**I/O nets highlighted**

Scale bar: 20 µm.
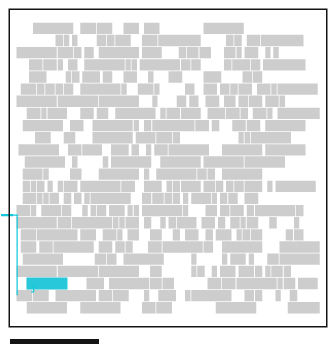
**Sequential cells colored by netlist name**

Other sequential cells in the stronger gray, the rest of the logic in the fainter gray.
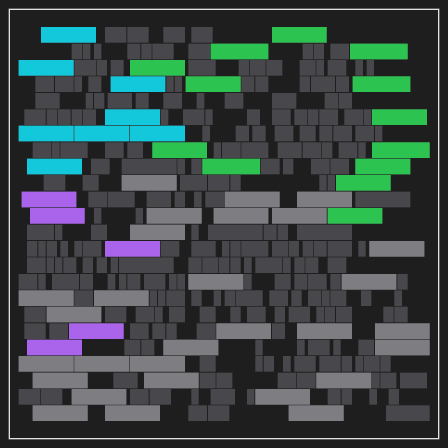
**Metal 1**

Supply wires on this layer in gray. Cells faint in the background.
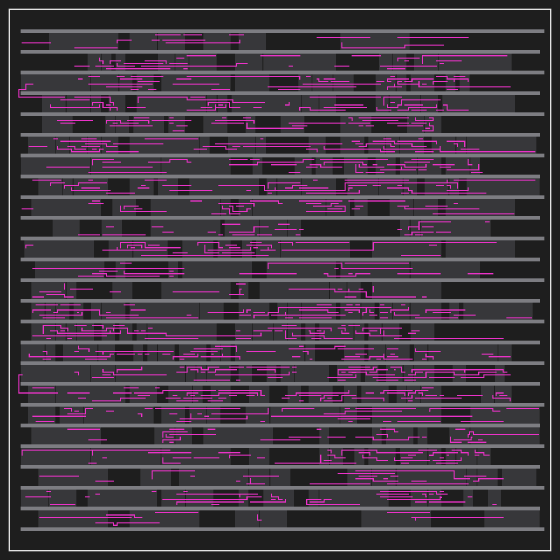
`config.mk`:
```
export PLATFORM = sky130hd
export DESIGN_NAME = crossing_requester
export DESIGN_NICKNAME = d
export VERILOG_FILES = /design/src/rtl/crossing_requester.sv
export SDC_FILE = /design/constraint.sdc
export NUM_CORES = 1
export LEC_CHECK = 0
export CAP_MARGIN = 30
export CORE_UTILIZATION = 59
export CTS_BUF_LIST = sky130_fd_sc_hd__clkbuf_16
export CTS_CLUSTER_SIZE = 25
export DETAILED_ROUTE_END_ITERATION = 10
export PLACE_DENSITY = 0.8
export SLEW_MARGIN = 20
export SYNTH_ARGS = -nofsm -noshare
export SYNTH_HDL_FRONTEND = slang
export SYNTH_SLANG_ARGS = --single-unit
```
`constraint.sdc`:
```
create_clock -name CLK -period 2.2 [get_ports CLK]
set_input_delay 0.44 -clock CLK [delete_from_list [all_inputs] [get_ports CLK]]
set_output_delay 0.44 -clock CLK [all_outputs]
set_load 0.01 [all_outputs]
```
`src/rtl/crossing_requester.sv`:
```
`default_nettype none
// ============================================================================
// Module   : crossing_requester
// Purpose  : Initiator side of the traffic-light "change" handshake. Debounces
//            a pedestrian push-button, issues a one-CLK change pulse to the
//            controller, then treats the red lamp as the acknowledge. Enforces
//            a minimum gap between served requests and flags a sticky fault on
//            acknowledge timeout or an illegal lamp combination.
// Ports    : CLK        - 10 kHz clock, rising edge
//            reset      - asynchronous, active-low reset
//            en         - block enable, 0 forces IDLE
//            button     - raw push-button, high = pressed
//            green/yellow/red - observed lamps, asynchronous to CLK
//            change     - one-CLK request pulse to the controller
//            busy       - high from accepted press until holdoff ends
//            fault      - sticky timeout / illegal-lamp flag
//            req_count  - served-request counter, saturates at 255
// Options  : REQ_QUEUE_EN - when defined, one press arriving while a request
//            is in flight is remembered and re-armed automatically.
// Revision : 1.0 - initial release
// ============================================================================
module crossing_requester #(
    parameter int CLK_PER_MS     = 10,
    parameter int DEBOUNCE_MS    = 20,
    parameter int MIN_GAP_MS     = 5000,
    parameter int ACK_TIMEOUT_MS = 8000
) (
    input  logic       CLK,
    input  logic       reset,
    input  logic       en,
    input  logic       button,
    input  logic       green,
    input  logic       yellow,
    input  logic       red,
    output logic       change,
    output logic       busy,
    output logic       fault,
    output logic [7:0] req_count
);

    localparam int c_PRE_W = $clog2(CLK_PER_MS + 1);
    localparam int c_DEB_W = $clog2(DEBOUNCE_MS + 1);
    localparam int c_GAP_W = $clog2(MIN_GAP_MS + 1);
    localparam int c_TO_W  = $clog2(ACK_TIMEOUT_MS + 1);

    localparam logic [c_PRE_W-1:0] c_PRE_LAST = c_PRE_W'(CLK_PER_MS - 1);
    localparam logic [c_DEB_W-1:0] c_DEB_LAST = c_DEB_W'(DEBOUNCE_MS - 1);
    localparam logic [c_DEB_W-1:0] c_DEB_MAX  = c_DEB_W'(DEBOUNCE_MS);
    localparam logic [c_GAP_W-1:0] c_GAP_MAX  = c_GAP_W'(MIN_GAP_MS);
    localparam logic [c_TO_W-1:0]  c_TO_MAX   = c_TO_W'(ACK_TIMEOUT_MS);

    typedef enum logic [2:0] {
        S_IDLE     = 3'd0,
        S_ARM      = 3'd1,
        S_ISSUE    = 3'd2,
        S_WAIT_ACK = 3'd3,
        S_HOLDOFF  = 3'd4,
        S_FAULT    = 3'd5
    } state_t;

    state_t             r_state;
    state_t             w_next;
    logic [3:0]         r_sync1;
    logic [3:0]         r_sync2;
    logic [c_PRE_W-1:0] r_presc;
    logic [c_DEB_W-1:0] r_deb;
    logic [c_GAP_W-1:0] r_gap;
    logic [c_TO_W-1:0]  r_to;
    logic [7:0]         r_req_count;
    logic               r_multi_d;
    logic               w_btn_s, w_grn_s, w_yel_s, w_red_s;
    logic               w_tick, w_press, w_multi, w_illegal, w_served, w_pend;

    // Two-flop synchronizers, bit order {red, yellow, green, button}
    always_ff @(posedge CLK or negedge reset) begin
        if (!reset) begin
            r_sync1 <= '0;
            r_sync2 <= '0;
        end else begin
            r_sync1 <= {red, yellow, green, button};
            r_sync2 <= r_sync1;
        end
    end

    assign w_btn_s = r_sync2[0];
    assign w_grn_s = r_sync2[1];
    assign w_yel_s = r_sync2[2];
    assign w_red_s = r_sync2[3];

    // Millisecond prescaler, free-running out of reset
    assign w_tick = (r_presc == c_PRE_LAST);

    always_ff @(posedge CLK or negedge reset) begin
        if (!reset)      r_presc <= '0;
        else if (w_tick) r_presc <= '0;
        else             r_presc <= r_presc + 1'b1;
    end

    // Debounce: saturates at DEBOUNCE_MS so a held button yields one event;
    // a single low CLK re-arms it.
    always_ff @(posedge CLK or negedge reset) begin
        if (!reset)                       r_deb <= '0;
        else if (!en || !w_btn_s)         r_deb <= '0;
        else if (w_tick && r_deb != c_DEB_MAX) r_deb <= r_deb + 1'b1;
    end

    assign w_press = en && w_btn_s && w_tick && (r_deb == c_DEB_LAST);

    // Illegal lamps must persist two CLKs to reject one-cycle sync skew
    assign w_multi   = (w_grn_s & w_yel_s) | (w_grn_s & w_red_s) | (w_yel_s & w_red_s);
    assign w_illegal = w_multi & r_multi_d;

    always_ff @(posedge CLK or negedge reset) begin
        if (!reset) r_multi_d <= 1'b0;
        else        r_multi_d <= w_multi;
    end

    // Next-state logic; enable dominates, illegal lamps override the rest
    always_comb begin
        w_next = r_state;
        case (r_state)
            S_IDLE:     if (w_press || w_pend) w_next = S_ARM;
            S_ARM: begin
                if (w_red_s)                 w_next = w_pend ? S_ARM : S_IDLE;
                else if (r_gap == c_GAP_MAX) w_next = S_ISSUE;
            end
            S_ISSUE:    w_next = S_WAIT_ACK;
            S_WAIT_ACK: begin
                if (w_red_s)               w_next = S_HOLDOFF;
                else if (r_to == c_TO_MAX) w_next = S_FAULT;
            end
            S_HOLDOFF:  if (!w_red_s) w_next = w_pend ? S_ARM : S_IDLE;
            S_FAULT:    w_next = S_FAULT;
            default:    w_next = S_IDLE;
        endcase
        if (w_illegal) w_next = S_FAULT;
        if (!en)       w_next = S_IDLE;
    end

    assign w_served = (r_state == S_WAIT_ACK) && (w_next == S_HOLDOFF);

    always_ff @(posedge CLK or negedge reset) begin
        if (!reset) r_state <= S_IDLE;
        else        r_state <= w_next;
    end

    // Gap timer: preloaded full so the first request is not delayed
    always_ff @(posedge CLK or negedge reset) begin
        if (!reset)                             r_gap <= c_GAP_MAX;
        else if (w_served)                      r_gap <= '0;
        else if (w_tick && r_gap != c_GAP_MAX)  r_gap <= r_gap + 1'b1;
    end

    // Acknowledge timeout counter
    always_ff @(posedge CLK or negedge reset) begin
        if (!reset)                    r_to <= '0;
        else if (r_state == S_ISSUE)   r_to <= '0;
        else if (r_state == S_WAIT_ACK && w_tick && r_to != c_TO_MAX)
                                       r_to <= r_to + 1'b1;
    end

    always_ff @(posedge CLK or negedge reset) begin
        if (!reset)                             r_req_count <= 8'd0;
        else if (w_served && r_req_count != 8'hFF) r_req_count <= r_req_count + 8'd1;
    end

`ifdef REQ_QUEUE_EN
    logic r_pend;
    logic w_press_busy;
    logic w_pend_use;

    assign w_press_busy = w_press && (r_state == S_ARM || r_state == S_ISSUE ||
                                      r_state == S_WAIT_ACK || r_state == S_HOLDOFF);
    // The flag is consumed on any transition that only a pending press causes
    assign w_pend_use   = r_pend && (w_next == S_ARM) &&
                          ((r_state == S_HOLDOFF) || (r_state == S_IDLE) ||
                           (r_state == S_ARM && w_red_s));

    always_ff @(posedge CLK or negedge reset) begin
        if (!reset)
            r_pend <= 1'b0;
        else if (!en || r_state == S_FAULT || w_next == S_FAULT)
            r_pend <= 1'b0;
        else
            r_pend <= (r_pend && !w_pend_use) || w_press_busy;
    end

    assign w_pend = r_pend;
`else
    assign w_pend = 1'b0;
`endif

    assign change    = (r_state == S_ISSUE);
    assign busy      = (r_state == S_ARM) || (r_state == S_ISSUE) ||
                       (r_state == S_WAIT_ACK) || (r_state == S_HOLDOFF);
    assign fault     = (r_state == S_FAULT);
    assign req_count = r_req_count;

endmodule
`default_nettype wire

```
==> ci_impl_report.md <==
### Metrics collected by this job

| Metric | Value |
|---|---|
| Status | complete, but fails checks |
| Largest net degree at the start of global routing | 56 |
| Grt total ovfl | 0 |
| Yosys cell types | 53 |
| Die y size | 70.76 µm |
| CTS Hold Bufs | 0 |
| Area share, top type | 44.86% |
| DRT antenna net count | 0 |
| Synthesized area per cell | 10.18 µm² |
| RSZ-0062 raised after global routing | false |
| TritonRoute pass-1 iters | 7 |
| Antenna violations before repair | 0 |
| Clock-cell share | 4.632% |
| Clock root buffer | clkbuf_16 |
| Synthesized registers | 55 |
| Clock buffer count from CTS | 5 |
| CP cell instances | buf_4 > nor2_1 > xnor2_1 > clkdlybuf4s50_1 |
| Initial DRC Count | between 150 and 200 |
| CP Class | reg2out |
| Worst Skew | 0.004228 ns |
| DRC viols | 2 |
| Synth area leader | dfrtp_1 |
| Failing checks | DRC |
| Crit end category | primary output |
| Tap Cells | 52 |
| OpenROAD warning count | 29 |
| CTS tree | done |
| Tmin final | 2.047 ns |
| Max-cap violations | 0 |
| Final critical-path share of the clock period | 93.06% |
| PwrDens | 619.9 nW/µm² |
| HP Class | in2async |
| Post-place instance area | between 3000 and 4000 µm² |
| Yosys stat area | between 2000 and 3000 µm² |
| Chip area | 5006 µm² |
| Signal buffers | 26 |
| Insertion Delay late pin | 0.29 ns |
| Non-clock buffering overhead | approximately 7.7% |
| Post-synth EDFFs | 0 |
| Worst Path Arrival | 1.61 ns |
| Synth Net Count | roughly 290 |
| Peak supply drop | 0.0004135 V |
| Placer Congestion | 0.8200 |
| Crit-path max FO | 9 |
| Fraction of layout cells with a size suffix above 1 | 9.365% |
| Register area share after synthesis | around half |
| Core utilization before placement | 62.75% |
| Ys Warns | 0 |
| Relative slew margins | between 60% and 70% |
| Worst Setup Start Kind | flop |
| Cell area after layout | between 3000 and 4000 µm² |
| Cell area leaders | dfrtp_1 (45%), dfstp_2 (4.7%), xor2_1 (4.7%) |
| Asr flop ratio synth | 100.0% |
| Final Max Tran Viols | 0 |
| CP bufs+invs | 2 |
| Core ar. | 4444 µm² |
| GR Util All Layers | between 20 and 25% |
| CTS max path bufs | 2 |
| Number of sequential cells | 55 |
| Worst-margin pin slew | a little under 0.6 ns |
| Area grow syn2layout | 15.25% |
| Setup ws final | 0.1527 ns |
| Max Clock Freq | 0.4885 GHz |
| # nets final | 312 |
| First-pass GRT wire length | just over 9 mm |
| Diodes inserted | 0 |
About 'I/O nets highlighted':
- green: cyan (direction input; edge west; end cells 1; buffers 1; wire 20.8 µm)
Port Buffer Count: 17
Ports: 18

About 'sequential cells colored by netlist name':
- r_gap: green (placed flops 13)
- req_count: cyan (placed flops 8; where north-west)
- r_deb: purple (placed flops 5; where west)
sequential power: 0.00109 W
Seq area share: 43.01%
Util after Layout: 72.33%
Sequential Area: 1383 µm²

About 'metal 1':
- nets with wire on the layer: 280
- longest straight run: 26.2 µm
DR vias: 2130
Routed Wire Length: 5.154 mm
GRT met1 Usage: 30.82%

## timing repair
item | in CTS | in global routing
setup buffers | 0 | 0
resized | 1 | 1
endpoints found under the setup margin | 1 | 1
## sequential cells by signal (all words and copies together), names as in the netlist
| name | cells |
|---|---|
| r_sync2 | 4 |
| req_count | 8 |
| r_presc | 4 |
| r_deb | 5 |
| r_multi_d | 1 |
| r_to | 13 |
| r_sync1 | 4 |
| r_gap | 13 |
| r_state | 3 |
## power breakdown
group          internal, W  total [W]  switching [W]
clock             0.000428   0.000784       0.000356
combinational    0.0000581   0.000118      0.0000595
sequential         0.00105    0.00109      0.0000369
total              0.00154    0.00199       0.000452
## kinds of logic after synthesis
kind of cell | Yosys count | share of synthesized area, %
adder cells (fa/ha/maj) | 8 | 3.544
buffers and inverters | 20 | 2.871
AND/OR/NAND/NOR | 120 | 24.45
flip-flops | 55 | 49.57
multiplexers | 7 | 2.647
XOR/XNOR | 23 | 7.223
AND-OR/OR-AND | 41 | 9.691
## cell usage after synthesis (3+ instances only)
library cell  number
o31ai_1            4
xnor2_1            8
nand4_1           13
nor2b_1            3
inv_1             11
dfstp_2            5
or4_1              5
nor3_1             4
nor2_1            26
a21oi_1           14
mux2i_1            4
and3_1             3
nand4bb_1          4
nand2_1           21
ha_1               7
and2_1             3
clkbuf_1           5
xor2_1            15
nor4_1             3
buf_2              4
o21ai_0            8
and4_1             5
dfrtp_1           50
nand3_1           16
## layout by cell type, fill, tap and decap left out, types with 5 or more instances in the layout
cell type        Yosys  layout
a21oi_1             14      14
and4_1               5       5
clkbuf_16            0       5
dfstp_2              5       5
nand2_1             21      21
o21ai_0              8       8
ha_1                 7       7
inv_1               11      11
nand3_1             16      16
dfrtp_1             50      50
or4_1                5       5
xnor2_1              8       8
xor2_1              15      15
nor2_1              26      26
nand4_1             13      13
buf_4                0       8
clkdlybuf4s50_1      0      15
## final timing paths
| path | from | end | cells after the start | slack (ns) |
|---|---|---|---|---|
| setup / recovery | r_state[1]$_DFF_PN0_ | busy | 4 | 0.15 |
| min in group CLK | r_sync1[1]$_DFF_PN0_ | r_sync2[1]$_DFF_PN0_ | 0 | 0.35 |
| hold reg to reg | r_sync1[1]$_DFF_PN0_ | r_sync2[1]$_DFF_PN0_ | 0 | 0.35 |
| max in group asynchronous | reset | r_gap[7]$_DFFE_PN1P_ | 2 | 1.77 |
| setup reg to reg | r_state[2]$_DFF_PN0_ | r_to[10]$_DFFE_PN0P_ | 5 | 0.29 |
| hold / removal | reset | r_to[11]$_DFFE_PN0P_ | 2 | 0.14 |
## through the flow
stage	instances	hold WS, ns	util (%)	total power (W)
floorplan	274	0.1444	-	0.001164
global placement	343	0.3316	68.86	0.001225
detailed placement	343	0.3364	68.86	0.001228
CTS	351	0.1523	72.27	0.002008
global route	351	0.1659	72.33	0.002064
finish	351	0.1357	72.33	0.001993
## metal layers
layer,track usage [%],share of wire (%)
met5,0,0
met4,6.000,0.87
met3,4.558,3.7
met2,38.46,49
met1,30.82,47
Power and IR drop assume default switching activity.
